==> config.mk <==
export PLATFORM = sky130hd
export DESIGN_NAME = subterranean_din_packer
export DESIGN_NICKNAME = d
export VERILOG_FILES = /design/src/rtl/subterranean_din_packer.sv
export SDC_FILE = /design/constraint.sdc
export NUM_CORES = 1
export LEC_CHECK = 0
export ABC_AREA = 1
export CORE_ASPECT_RATIO = 0.6
export CORE_MARGIN = 1
export CORE_UTILIZATION = 49
export DETAILED_ROUTE_END_ITERATION = 8
export PLACE_DENSITY = 0.76
export SLEW_MARGIN = 20
export SYNTH_ARGS = -nofsm -noshare
export SYNTH_HDL_FRONTEND = slang
export SYNTH_SLANG_ARGS = --single-unit
==> constraint.sdc <==
create_clock -name clk -period 1.6 [get_ports clk]
set_input_delay 0.32 -clock clk [delete_from_list [all_inputs] [get_ports clk]]
set_output_delay 0.32 -clock clk [all_outputs]
set_load 0.05 [all_outputs]
Run 1, where the registers sit:
The bar under the picture is 50 µm long.
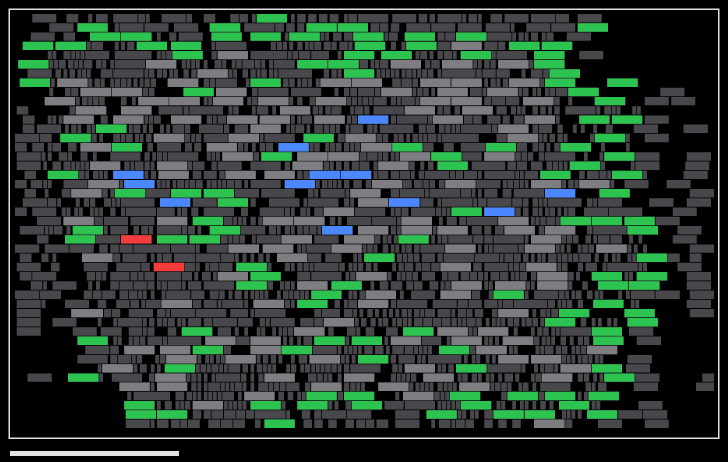
[red] pend_last | sequential cells: 2
[blue] acc_size | sequential cells: 12
[green] m_din | sequential cells: 128 | where: widely spread
Seq group: 8.62 mW
flop share of the area: 37.1%
utilization after layout: 76.9%
storage element area: 0.00721 mm²

Run 1, routed clock nets over the placement:
The bar under the picture is 50 µm long.
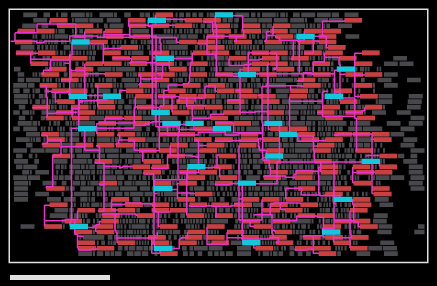
[magenta] clock wires | length: 3460 µm
[cyan] clock-net drivers | count: 27
[red] flip-flops | count: 288
flops lie: widely spread
routed clock nets: 28
Insertion Delay late pin: 0.55 ns
clock share of power: 34.3%

Run 1, placed cells, one color a class:
Fill, decap, tap and diode cells in gray.
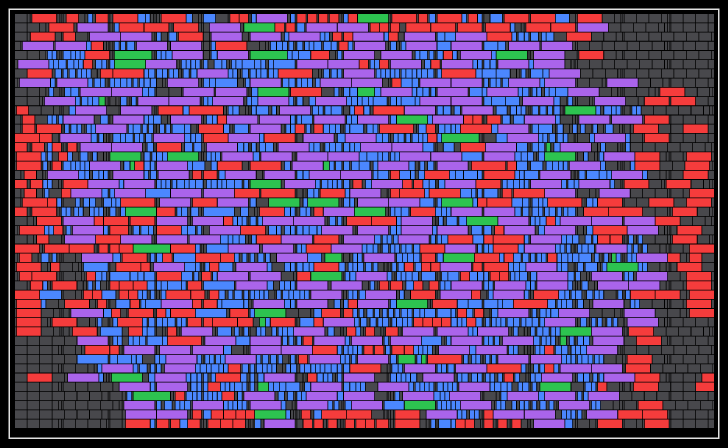
[purple] sequential cells | cells: 288 | share of their area: 38%
[blue] remaining logic cells | cells: 1161 | share of their area: 30%
[red] remaining buffers and delay cells | cells: 360 | share of their area: 27%
[green] clock drivers and dummy loads | cells: 44 | share of their area: 4.8%
row cnt: 45
Finished Cell Area: 0.0194 mm²

==> ci_impl_report.md, run 1 <==
### Flow metrics

| Metric | Value |
|---|---|
| Outcome | `complete, but fails checks` |
| Failing checks | `negative setup slack` |
| Vias in the first global route | `between 10000 and 15000` |
| GR Util All Layers | `~32%` |
| Rel. slew slack | `between 40% and 50%` |
| Syn Area/Cell | `about 8.2 µm²` |
| Yosys stat chip area | `around 0.013 mm²` |
| Ports | `186` |
| Worst slew pin tran | `about 0.80 ns` |
| Most numerous logic cell after layout | `nand2_1` |
| Power Density | `around 1000 mW/mm²` |
| Data buffer area share | `26.8%` |
| Top cells by area | `dfrtp_1 57%, nand2_1 21%, o21ai_0 9.1%` |
| Area leader, netlist | `dfrtp_1` |
| # setup viols final | `261` |
| Most numerous logic cells after layout | `610 x nand2_1, 287 x dfrtp_1, 164 x o21ai_0` |
| Worst Skew | `0.0137 ns` |
| Worst-path maximum fanout | `13` |
| GRT Max-Usage Layer | `met2` |
| Flop-to-flop setup slack | `-0.30 ns` |
| Synth top area share | `57.2%` |
| Die x size | `~210 µm` |
| Register clock-pin slew on the reported worst setup and hold paths | `around 0.070 ns` |
| Detailed Route WL | `between 40000 and 50000 µm` |
| Comb. cell area | `0.00549 mm²` |
| WP depth | `10` |
| Setup bufs post-CTS | `33` |
| Initial antenna violation count | `0` |
| Peak Freq | `0.525 GHz` |
| Post-synthesis mux area share | `0%` |
| CP top delay family | `buffers and inverters` |
| Cells after Synth | `roughly 1500` |
| Pin count of the biggest net entering global routing | `around 57` |
| N_taps | `approximately 330` |
| Setup TNS | `-44.33 ns` |
| Layout fillers | `1503` |
| CP required | `between 2 and 2.5 ns` |
| Maximum VDD drop | `~0.7 mV` |
| Worst path bufs/invs | `5` |
| R2R cell count | `10` |
| Clk pwr | `approximately 6.9 mW` |
| Met3 Wirelength | `6020 µm` |
| Main logic family | `simple AND/OR/NAND/NOR gates` |
| Share of cells above drive strength 1 | `between 20 and 30%` |
| Crit-path slowest cell | `dfrtp_1` |
| Clock network contribution to total cell area | `approximately 4.7%` |
| Sequential power share | `between 40 and 50%` |
| Worst setup SP type | `flop` |
| Post-synth EDFFs | `0` |
| # port buffers | `around 190` |
| WL/cell | `approximately 22 µm` |
| Dominant flop cell | `dfrtp_1` |
| Final WS setup | `-0.305 ns` |
| Drt initial violations | `1800` |
| Worst setup EP type | `flop` |
| MI comb cells | `about 1100` |
| OpenROAD warnings | `31` |
| Register area share after synthesis | `a little under three fifths` |
| HPWL after DPL | `~26000 µm` |
| Post-synthesis simple-gate area fraction | `between 20% and 30%` |
| Placed Area | `between 0.015 and 0.02 mm²` |
| CP peak stage delay | `0.42 ns` |
| P_sw | `6.03 mW` |
| Vias | `between 10000 and 15000` |
| Met2 routed WL | `~20000 µm` |
| XOR/XNOR Area Share | `0%` |
| P_leak | `9.66 nW` |
| M1 WL | `between 15000 and 20000 µm` |
| Placed cells | `about 2100` |
| Int Power | `between 10 and 15 mW` |
| Sw Ratio | `a little under a third` |
| Inserted Clock Buffers | `27` |
| Fin nets | `1883` |
| Critical path class | `flop to flop` |
| Unique cell types | `26` |
| Routing usage on met3 | `10.8%` |
| YS warnings | `0` |
| Clock buffer count | `34` |
| Largest class | `flip-flops and latches` |
| Die Area | `0.0264 mm²` |
| Place WS | `-0.476 ns` |
| Top sig layer | `met4` |
| Yosys Instances | `about 1500` |
| Non-clk invs | `~52` |
| Post-Syn Area | `around 0.013 mm²` |
| Aoi share | `9.96%` |
| # resized after CTS | `128` |
| Flops & latches, synth | `approximately 290` |
| TritonCTS clock tree | `yes` |
| Met2 Resource Use GR | `46.9%` |
| Non-Filler Instances | `about 2200` |
| Die H | `approximately 130 µm` |
| Syn_nets | `1589` |
| RSZ-0062 raised after global routing | `true` |
| Pins Over Slew Limit | `0` |
| Routability congestion estimate | `0.842` |
| Clock Sink Count | `between 200 and 300` |
| Area grow syn2layout | `54.3%` |
| Hold Fails Final Rpt | `0` |
| Post-layout min period | `~1.9 ns` |
| Core Footprint | `about 0.025 mm²` |
| Clock buffer depth | `3` |
| Final hold slack | `0.289 ns` |
| Floorplan core density | `approximately 50%` |
| Period utilisation layout | `119%` |
| Via density | `between 5 and 6` |
| H-tree depth | `1` |
| Detail Route Antenna Nets | `0` |
| Comb power frac | `between 20% and 30%` |
| Flops | `288` |
| Top cell types by occurrence after synthesis | `703 x nand2_1, 288 x dfrtp_1, 229 x o21ai_0` |
| Non-CTS buffers | `about 360` |
| Routing usage on met1 | `between 40% and 50%` |
| Overflow after GRT | `0` |
Run 1, clock routing:
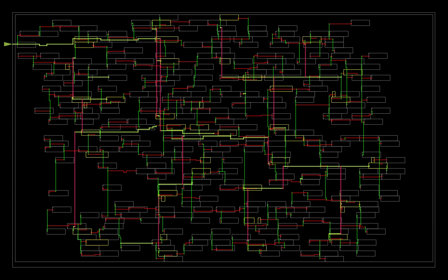

==> inputs of run 2 (changes only) <==
- RECOVER_POWER: unset -> 100
Run 2, clock routing:
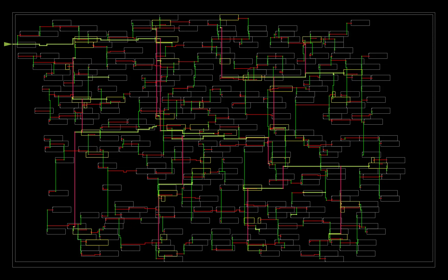
Clock Sink Count: 288
Worst Skew: 0.0137 ns
clk pwr: 6.86 mW

==> run 2 against run 1 <==
Against the previous run:
- the run still ends with negative setup slack left
- clock-buffer cell count stayed put
- first-iteration DRC count unchanged
- non-clock buffer count stayed put
- sequential power barely moved
- synthesized cell count unchanged
- power hardly changed
- sequential share of layout area grew 0.062 points
- fmax about the same
- via count hardly changed
- register-to-register slack is essentially flat
- combinational power about the same
- critical endpoint unchanged
==> ci_impl_report.md, run 2 <==
### Flow metrics

| Metric | Value |
|---|---|
| Initial antenna violation count | `0` |
| Comb power frac | `a little under a quarter` |
| Cells after Synth | `1544` |
| HPWL after DPL | `roughly 26000 µm` |
| Core Footprint | `~0.025 mm²` |
| Die Area | `roughly 0.026 mm²` |
| H-tree depth | `1` |
| Vias in the first global route | `12000` |
| Routing usage on met1 | `between 40% and 50%` |
| Final WS setup | `-0.304 ns` |
| Non-CTS buffers | `~360` |
| Worst path bufs/invs | `5` |
| M1 WL | `about 19000 µm` |
| Placed cells | `about 2100` |
| XOR/XNOR Area Share | `0%` |
| Post-synthesis simple-gate area fraction | `a little over a quarter` |
| Ports | `186` |
| Flop-to-flop setup slack | `-0.30 ns` |
| Insertion Delay late pin | `around 0.55 ns` |
| Vias | `between 10000 and 15000` |
| Outcome | `complete, but fails checks` |
| Overflow after GRT | `0` |
| CP top delay family | `buffers and inverters` |
| Maximum VDD drop | `between 0.6 and 0.7 mV` |
| MI comb cells | `1109` |
| Yosys Instances | `1544` |
| Rel. slew slack | `~16%` |
| Flop share of the area | `approximately 37%` |
| P_sw | `approximately 6.0 mW` |
| Post-Syn Area | `around 0.013 mm²` |
| Met2 routed WL | `a little over 20000 µm` |
| Storage element area | `0.00721 mm²` |
| Syn Area/Cell | `8.16 µm²` |
| Register clock-pin slew on the reported worst setup and hold paths | `~0.070 ns` |
| Int Power | `approximately 14 mW` |
| Placed Area | `roughly 0.017 mm²` |
| Syn_nets | `roughly 1600` |
| Worst setup EP type | `flop` |
| # resized after CTS | `between 100 and 150` |
| Top cells by area | `dfrtp_1 57%, nand2_1 21%, o21ai_0 9.1%` |
| Detail Route Antenna Nets | `0` |
| Peak Freq | `0.525 GHz` |
| Via density | `~6` |
| Pin count of the biggest net entering global routing | `approximately 57` |
| OpenROAD warnings | `31` |
| Aoi share | `roughly a tenth` |
| Period utilisation layout | `119%` |
| Area grow syn2layout | `54.0%` |
| YS warnings | `0` |
| Clock share of power | `34.3%` |
| Routability congestion estimate | `~0.84` |
| Failing checks | `negative setup slack` |
| TritonCTS clock tree | `yes` |
| Clock network contribution to total cell area | `about 4.7%` |
| Place WS | `-0.476 ns` |
| Critical path class | `flop to flop` |
| Power Density | `around 1000 mW/mm²` |
| Detailed Route WL | `47400 µm` |
| Sequential power share | `between 40% and 50%` |
| Synth top area share | `between 50% and 60%` |
| # setup viols final | `between 200 and 300` |
| Final hold slack | `0.478 ns` |
| Inserted Clock Buffers | `27` |
| GRT Max-Usage Layer | `met2` |
Run 2, routed clock nets over the placement:
The bar under the picture is 50 µm long.
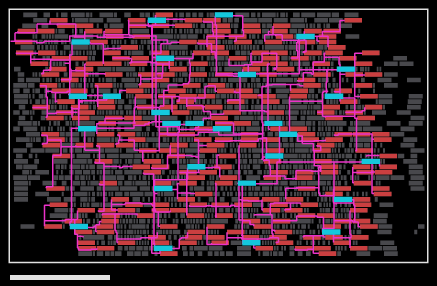
[cyan] clock-net drivers | count: 27
[magenta] clock wires | length: 3450 µm
[red] flip-flops | count: 288
flops lie: widely spread

Power is estimated from default activity; no workload was simulated.
